## config.mk

```make
export PLATFORM = sky130hd
export DESIGN_NAME = multi_fade_pwm
export DESIGN_NICKNAME = d
export VERILOG_FILES = /design/src/rtl/multi_fade_pwm.sv
export SDC_FILE = /design/constraint.sdc
export NUM_CORES = 1
export LEC_CHECK = 0
export CORE_ASPECT_RATIO = 0.9
export CORE_MARGIN = 8
export CORE_UTILIZATION = 35
export DETAILED_ROUTE_END_ITERATION = 12
export HOLD_SLACK_MARGIN = 0.12
export PLACE_DENSITY = 0.59
export SYNTH_ARGS = -nofsm -noshare
export SYNTH_HDL_FRONTEND = slang
export SYNTH_SLANG_ARGS = --single-unit
```

## constraint.sdc

```tcl
create_clock -name i_clk -period 4 [get_ports i_clk]
set_clock_uncertainty 0.2 [all_clocks]
set_input_delay 0.4 -clock i_clk [delete_from_list [all_inputs] [get_ports i_clk]]
set_output_delay 0.4 -clock i_clk [all_outputs]
set_load 0.05 [all_outputs]
```

## src/rtl/multi_fade_pwm.sv

```systemverilog
// Multi-channel LED fader: per-channel brightness ramps (triangle, sawtooth,
//   one-shot, hold) driving PWM outputs from one shared free-running counter.
// Latency: o_level is combinational from the level registers; o_led/o_wrap are
//   registered one cycle after the state they reflect. No backpressure; i_enable
//   low freezes every register and holds o_wrap low.
//
// Ports:
//   i_clk, i_rst    clock, asynchronous active-high reset
//   i_enable        run (1) / freeze (0)
//   i_speed         per-channel step period in enabled cycles (0 = never step)
//   i_mode          per-channel mode: 0 triangle, 1 sawtooth, 2 one-shot, 3 hold
//   o_led           registered PWM output per channel
//   o_level         current brightness per channel
//   o_wrap          one-cycle pulse when a channel completes its period
module multi_fade_pwm #(
  parameter int CHANNELS   = 4,
  parameter int PWM_BITS   = 10,
  parameter int SPEED_BITS = 11
) (
  input  logic                           i_clk,
  input  logic                           i_rst,
  input  logic                           i_enable,
  input  logic [CHANNELS*SPEED_BITS-1:0] i_speed,
  input  logic [2*CHANNELS-1:0]          i_mode,
  output logic [CHANNELS-1:0]            o_led,
  output logic [CHANNELS*PWM_BITS-1:0]   o_level,
  output logic [CHANNELS-1:0]            o_wrap
);

  localparam logic [PWM_BITS-1:0] MAX      = {PWM_BITS{1'b1}};
  localparam logic [PWM_BITS-1:0] LVL_ZERO = '0;
  localparam logic [PWM_BITS-1:0] LVL_ONE  = PWM_BITS'(1);

  localparam logic [1:0] MODE_TRI  = 2'd0;
  localparam logic [1:0] MODE_SAW  = 2'd1;
  localparam logic [1:0] MODE_ONE  = 2'd2;
  localparam logic [1:0] MODE_HOLD = 2'd3;

  typedef enum logic {
    DIR_UP   = 1'b0,
    DIR_DOWN = 1'b1
  } dir_t;

  // Shared PWM ramp; every channel compares against the same count so all
  // outputs share one PWM period.
  logic [PWM_BITS-1:0] r_pwm;

  always_ff @(posedge i_clk or posedge i_rst) begin
    if (i_rst) begin
      r_pwm <= '0;
    end else if (i_enable) begin
      r_pwm <= r_pwm + 1'b1;
    end
  end

  for (genvar c = 0; c < CHANNELS; c++) begin : g_ch
    // Staggered start so channels do not fade in lockstep.
    localparam logic [PWM_BITS-1:0] RST_LEVEL =
      PWM_BITS'(c * ((2 ** PWM_BITS) / CHANNELS));

    logic [SPEED_BITS-1:0] speed;
    logic [1:0]            mode;
    logic [SPEED_BITS-1:0] div_q, div_d;
    logic                  step;
    logic [PWM_BITS-1:0]   level_q, level_d;
    dir_t                  dir_q, dir_d;
    logic                  wrap_d;
    logic                  led_q, wrap_q;

    assign speed = i_speed[c*SPEED_BITS +: SPEED_BITS];
    assign mode  = i_mode[2*c +: 2];

    // Step divider. The >= compare means a speed lowered below the current
    // count fires on the very next cycle instead of running round the wrap.
    always_comb begin
      div_d = div_q;
      step  = 1'b0;
      if (speed == '0) begin
        div_d = '0;
      end else if (div_q >= speed - 1'b1) begin
        div_d = '0;
        step  = 1'b1;
      end else begin
        div_d = div_q + 1'b1;
      end
    end

    // Level / direction next-state. Every branch guards its end point so a
    // mode change can never push the level outside 0..MAX.
    always_comb begin
      level_d = level_q;
      dir_d   = dir_q;
      wrap_d  = 1'b0;
      if (step) begin
        case (mode)
          MODE_TRI: begin
            if (dir_q == DIR_UP) begin
              if (level_q == MAX) begin
                // Arrived at MAX from another mode with dir still up: turn
                // around instead of overflowing.
                level_d = MAX - 1'b1;
                dir_d   = DIR_DOWN;
              end else begin
                level_d = level_q + 1'b1;
                if (level_q == MAX - 1'b1) begin
                  dir_d = DIR_DOWN;
                end
              end
            end else begin
              if (level_q == LVL_ZERO) begin
                // Down at 0 only after a mode change: bounce without a
                // wrap, since no full period was completed.
                level_d = LVL_ONE;
                dir_d   = DIR_UP;
              end else begin
                level_d = level_q - 1'b1;
                if (level_q == LVL_ONE) begin
                  dir_d  = DIR_UP;
                  wrap_d = 1'b1;
                end
              end
            end
          end
          MODE_SAW: begin
            dir_d = DIR_UP;
            if (level_q == MAX) begin
              level_d = '0;
              wrap_d  = 1'b1;
            end else begin
              level_d = level_q + 1'b1;
            end
          end
          MODE_ONE: begin
            dir_d = DIR_UP;
            if (level_q != MAX) begin
              level_d = level_q + 1'b1;
              if (level_q == MAX - 1'b1) begin
                wrap_d = 1'b1;
              end
            end
          end
          MODE_HOLD: begin
            level_d = level_q;
          end
          default: begin
            level_d = level_q;
          end
        endcase
      end
    end

    always_ff @(posedge i_clk or posedge i_rst) begin
      if (i_rst) begin
        div_q   <= '0;
        level_q <= RST_LEVEL;
        dir_q   <= DIR_UP;
        led_q   <= 1'b0;
        wrap_q  <= 1'b0;
      end else if (i_enable) begin
        div_q   <= div_d;
        level_q <= level_d;
        dir_q   <= dir_d;
        led_q   <= (level_q > r_pwm);
        wrap_q  <= wrap_d;
      end else begin
        wrap_q  <= 1'b0;
      end
    end

    assign o_led[c]                         = led_q;
    assign o_wrap[c]                        = wrap_q;
    assign o_level[c*PWM_BITS +: PWM_BITS]  = level_q;
  end

endmodule

```

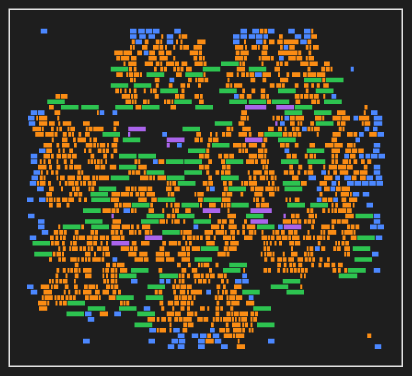
Run 1: cells coloured by class
Scale: 2 px per micron.
purple -> clock drivers and dummy loads  # cells 16
green -> flip-flops  # cells 106
orange -> all other logic  # cells 1076
blue -> other buffers and delay cells  # cells 145

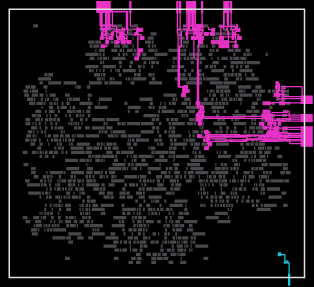
Run 1: wires at chosen ports, followed through buffers
Scale: 1.5 px per micron.
magenta -> i_speed  # bits 44, direction input, edge 26 top, 18 right, end cells 88, buffers 49, wire 2050 microns
cyan -> i_rst  # bits 1, direction input, edge bottom, end cells 1, buffers 1, wire 23.5 microns
port bufs: 102
number of primary I/O pins: 103

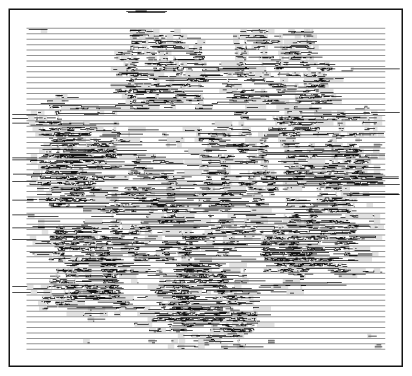
Run 1: metal 1
Scale: 2 px per micron. Supply wires on this layer in grey. Cells faint in the background.
wire length on this layer = 13800 microns
main direction = horizontal
longest straight run = 83.3 microns

==> out/qor.yml, run 1 <==
status:
  run_status: "finished clean"
grt:
  grt_max_degree: 49
  grt_pass1_vias: 8892
  number_of_antenna_violations_at_the_first_check_in_global_routing: 0
  grt_first_pass_wirelength_mm: 45.4
synth:
  synth-edff-count: 0
  xor_area_share_pct: 5.59
  yosys-stat-area_sq_mm: 0.0102
  synthesized_net_count: 1429
  netlist_logic_family_top: "AND-OR/OR-AND gates"
  netlist_area_sq_mm: 0.0102
  compound_area_share_pct: 22.6
  yosys_register_bits: 106
  post_synth.cell_area_avg_sq_um: 8.19
  synth_cells: 1243
  yosys_instances: 1243
routing:
  final_antenna_net_count: 0
  routed_wl_mm: 27.7
  detail_route.wl_per_cell_microns: 16.2
  vias_per_cell: 5.60
  drc: 0
  drt_first_pass_iters: 5
  via_count: 9572
cells_and_area:
  final_cell_count_no_fill: 1709
  clockBufferCount: 13
  num_antenna_cells: 0
  non_clock_buffer_area_share_pct: 11.2
  seq_cells: 106
  seq_share_pct: 22.1
  n_all_inverters: 87
  lay_top_count: "ha_1"
  combAreaFraction_pct: 57.6
  biggestCellCategory: "logic gates"
  fill_cells: 2904
  seqCellArea_sq_mm: 0.00266
  clock_area_share_pct: 2.54
  finish.instance_area_sq_mm: 0.0120
place:
  place_area_sq_mm: 0.0117
  weighted_congestion_at_the_end_of_routability_driven_global_placement: 0.861
  dp_cells: 1691
  place_hpwl_mm: 20.9
clocking:
  cts_buffer_depth: 2
  clk_transition_reported_paths_ps: 70
  post_cts_repair_resize_count: 0
  cts_tree: "yes"
  worst_skew_pair.late_latency_ps: 350
  cts_hold_repair.buffers: 0
worst_setup_path:
  path_max_fanout: 2
  crit_chain: "clkdlybuf4s50_1, or3b_4, or2_4, or3_4, xor2_1, ha_1, a211oi_2, nor2_1, a211o_1, or3_4, or3b_2, a21bo_2"
  worstPathArrival_ps: 3890
  worstReg2RegStart: "g_ch[3].level_q[1]"
  crit_required_ps: 4090
  worstSetupPathDepth: 12
  regToRegEndpoint: "g_ch[3].level_q[9]"
  slowest_stage: "or3b_2"
  timing.critical_path.from_type: "input pin"
  crit_path_max_incr_delay_ps: 440
  worst_setup_path_endpoint: "g_ch[1].div_q[6]"
  worstRegToRegCells: 8
die:
  floorplan.die.width_microns: 196
  num_tap_cells: 366
  rows: 59
  core_area_sq_mm: 0.0288
  design.die.area_sq_mm: 0.0348
hold_path:
  min_path_cells: 3
final_timing:
  maxSlewHeadroom_pct: 49.5
  period_used_pct: 94.8
  achievable-frequency_mhz: 264
  setup_viol: 0
  fin_crit_ps: 3790
pwr:
  power.density_mw_per_mm2: 485
flow_run:
  tool_warnings: 56
-- run 1: cell usage after synthesis (all sizes together) (19+ instances only) --
cell type / count / share of area (%)
nor4: 20 / 1.3
a31oi: 32 / 2.0
nand3: 51 / 2.5
nor2: 86 / 3.2
dfrtp: 102 / 25
and3: 25 / 1.5
xnor2: 46 / 4.0
a21oi: 87 / 4.3
inv: 87 / 3.2
o21ai: 84 / 4.1
clkbuf: 45 / 1.7
xor2: 19 / 1.6
nor3: 30 / 1.5
nand4: 29 / 1.9
nand2b: 19 / 1.2
o22ai: 22 / 1.4
nand2: 79 / 2.9
a21o: 29 / 2.1
ha: 131 / 16
nor3b: 19 / 1.4
o211ai: 21 / 1.5
-- run 1: flip-flops by register name, summed over array words and instances, names as in the netlist --
register	cells
g_ch.dir_q	4
g_ch.div_q	44
g_ch.led_q	4
g_ch.level_q	40
g_ch.wrap_q	4
r_pwm	10
-- run 1: stage by stage --
| stage | total power, mW | TNS, ps | setup slack [ps] |
|---|---|---|---|
| 6_report | 5.84 | 0 | 210 |
| 3_5_place_dp | 4.89 | -2800 | -350 |
| 5_1_grt | 6.34 | 0 | 101 |
| 2_1_floorplan | 3.92 | 0 | 55.7 |
| 3_3_place_gp | 4.84 | -2470 | -331 |
| 4_1_cts | 5.88 | 0 | 2.68 |
-- run 1: where the power goes --
group / internal, mW / leakage, nW / switching, mW
clock: 0.550 / 0.148 / 0.402
sequential: 1.32 / 1.36 / 0.519
combinational: 1.23 / 3.79 / 1.81
total: 3.11 / 5.29 / 2.73
-- run 1: worst min-delay path: cells and delay by family --
family                 cells  cell delay, ps
AOI/OAI and AO/OA          2             200
buffers and inverters      1             170
-- run 1: metal layers --
metal	GRT usage [%]	wire [microns]
met5	0	0
met4	3.94	368
met3	2.77	1430
met2	23.9	12100
met1	22.2	13800
==> inputs of run 2 (changes only) <==
--- a/config.mk
+++ b/config.mk
@@ -5,11 +5,13 @@
 export SDC_FILE = /design/constraint.sdc
 export NUM_CORES = 1
 export LEC_CHECK = 0
+export ABC_CLOCK_PERIOD_IN_PS = 4000
 export CORE_ASPECT_RATIO = 0.9
 export CORE_MARGIN = 8
 export CORE_UTILIZATION = 35
 export DETAILED_ROUTE_END_ITERATION = 12
 export HOLD_SLACK_MARGIN = 0.12
+export MAX_ROUTING_LAYER = met4
 export PLACE_DENSITY = 0.59
 export SYNTH_ARGS = -nofsm -noshare
 export SYNTH_HDL_FRONTEND = slang
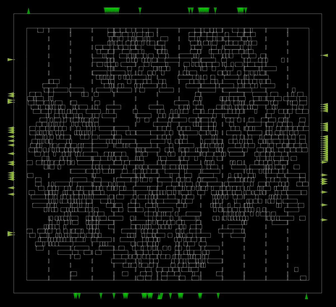
Run 2: placed standard cells
core region area: 0.0288 sq mm
Row Count: 59
Seq Cell Count: 106

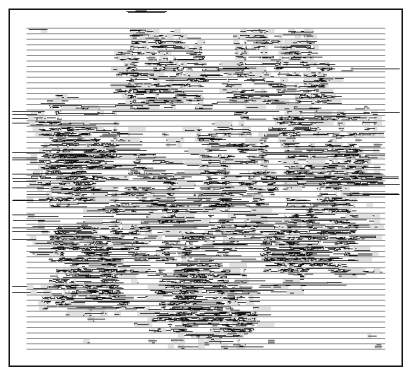
Run 2: metal 1
Scale: 2 px per micron. Supply wires on this layer in grey. Cells faint in the background.
main direction = horizontal
longest straight run = 83.3 microns
detailed-route wire length: 27.7 mm
met1 Use GR: 22.3%
via total after detailed routing: 9510

==> run 2 against run 1 <==
  * Register-to-register slack barely moved
  * Power barely moved
  * Synthesized area did not move
  * Hold slack got worse by 1.9 ps
  * Die size did not move
  * Critical path depth did not move
  * Sequential share of layout area did not move
  * Critical path type unchanged
  * Largest power group unchanged
  * Highest routed layer unchanged
==> out/qor.yml, run 2 <==
final_timing:
  setup_viol: 0  # unchanged
  fin_crit_ps: 3790  # about the same
  maxSlewHeadroom_pct: 50.0  # was 49.5%
  setup_tns_ps: 0  # unchanged
  period_used_pct: 94.7  # was 94.8%
  setup_ws_ps: 210  # about the same
pwr:
  share_seq_of_total_power_pct: 31.6  # about the same
  largestPowerGroup: "combinational logic"  # unchanged
  p_switching_mw: 2.74  # was 2.73 mW
  power.density_mw_per_mm2: 486  # was 485 mW/mm^2
  p_seq_mw: 1.84  # about the same
  p_total_mw: 5.84  # about the same
  p_clk_mw: 0.953  # was 0.952 mW
  clkPwrFrac_pct: 16.3  # about the same
die:
  design.die.area_sq_mm: 0.0348  # unchanged
routing:
  vias_per_cell: 5.56  # was 5.60
  detail_route.wl_per_cell_microns: 16.2  # about the same
  drc: 0  # unchanged
  drt_first_pass_iters: 5  # unchanged
  final_antenna_net_count: 0  # unchanged
place:
  port-buffer-count: 102  # unchanged
  weighted_congestion_at_the_end_of_routability_driven_global_placement: 0.875  # was 0.861
  place_hpwl_mm: 20.9  # unchanged
  pre_cts_ws_ps: -350  # unchanged
  place_area_sq_mm: 0.0117  # unchanged
worst_setup_path:
  worstPathArrival_ps: 3890  # about the same
  timing.critical_path.from_type: "input pin"  # unchanged
  worstReg2RegStart: "g_ch[3].level_q[1]"  # unchanged
cells_and_area:
  max_flop_register: "g_ch.div_q"  # unchanged
  finish.instance_area_sq_mm: 0.0120  # unchanged
  top_regs: "g_ch.div_q: 44 flops, g_ch.level_q: 40 flops, r_pwm: 10 flops"  # unchanged
  lay_top_count: "ha_1"  # unchanged
  max_ffs_per_register: 44  # unchanged
  num_antenna_cells: 0  # unchanged
clocking:
  cts_tree: "yes"  # unchanged
  cts_buffer_depth: 2  # unchanged
  worst_skew_pair.late_latency_ps: 350  # about the same
  clk_transition_reported_paths_ps: 70  # about the same
flow_run:
  tool_warnings: 56  # unchanged
synth:
  netlist_top_cells_area: "dfrtp_1 25%, ha_1 16%, a21oi_1 4.2%"  # unchanged
  yosys_instances: 1243  # unchanged
  netlist_area_sq_mm: 0.0102  # unchanged
  synth_top_cell_by_count: "ha_1"  # unchanged
  yosys-stat-area_sq_mm: 0.0102  # unchanged
  yosysTopAreaCellShare_pct: 25.1  # unchanged
  synth_area_leader_cell: "dfrtp_1"  # unchanged
  synthesized_net_count: 1429  # unchanged
  synth-edff-count: 0  # unchanged
status:
  run_status: "finished clean"  # unchanged
grt:
  number_of_antenna_violations_at_the_first_check_in_global_routing: 0  # unchanged
  grt_first_pass_wirelength_mm: 45.3  # was 45.4 mm
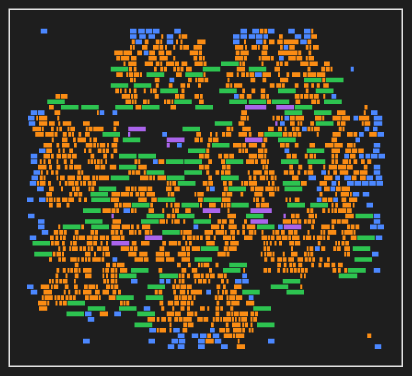
Run 2: cells coloured by class
Scale: 2 px per micron.
blue -> other buffers and delay cells  # cells 145
orange -> all other logic  # cells 1076
green -> flip-flops  # cells 106
purple -> clock drivers and dummy loads  # cells 16

[run 2: cell counts in the layout (fill, tap and decap cells not counted)]
No cell type changed its count.
[run 2: path summary, 6_finish.rpt]
check / to / cells after the start
worst min-delay path: g_ch[3].div_q[7] / 3
max in group asynchronous: g_ch[2].level_q[9] / 3
worst max register to register: g_ch[3].level_q[9] / 8
worst max-delay path: g_ch[1].div_q[6] / 12
min in group asynchronous: g_ch[1].level_q[9] / 2
worst min register to register: r_pwm[3] / 1
[run 2: layer usage]
layer | track usage (%) | part of all wire (%) | up-vias
met2 | 23.9 | 44 | 216
met1 | 22.3 | 51 | 4512
met5 | - | 0 | -
li1 | - | - | 4760
met3 | 2.50 | 4.1 | 22
met4 | 3.94 | 1.3 | 0
[run 2: kinds of logic (layout without fill, tap and decap cells)]
logic type                 Yosys count  after routing  synth area share [%]
and+or+nand+nor                    418            418                  21.6
adders and majority gates          131            131                  16.1
AOI/OAI and AO/OA                  356            356                  22.6
xor gates and xnor gates            65             65                  5.59
DFF                                106            106                  26.1
buffers and inverters              148            248                  6.03
muxes                               19             19                  2.03
[run 2: layout make-up]
type / instances / area share (%)
flip-flops and latches: 106 / 22.1
clock buffers: 13 / 2.00
clock inverters: 3 / 0.541
repair buffers: 145 / 11.2
multi-input cells: 989 / 57.6
well taps: 366 / 3.81
inverters: 87 / 2.74
[run 2: worst max-delay path: stages]
cell	delay [ps]
clkdlybuf4s50_1	420
or3b_4	400
or2_4	260
or3_4	360
xor2_1	150
ha_1	330
a211oi_2	180
nor2_1	80
a211o_1	290
or3_4	380
or3b_2	440
a21bo_2	190
[run 2: repair_timing]
action / CTS / global route
gates resized: 0 / 9
setup endpoints to repair: 0 / 9
buffers inserted: 0 / 2
No activity file was given, so power comes from the tool's default toggle rates.
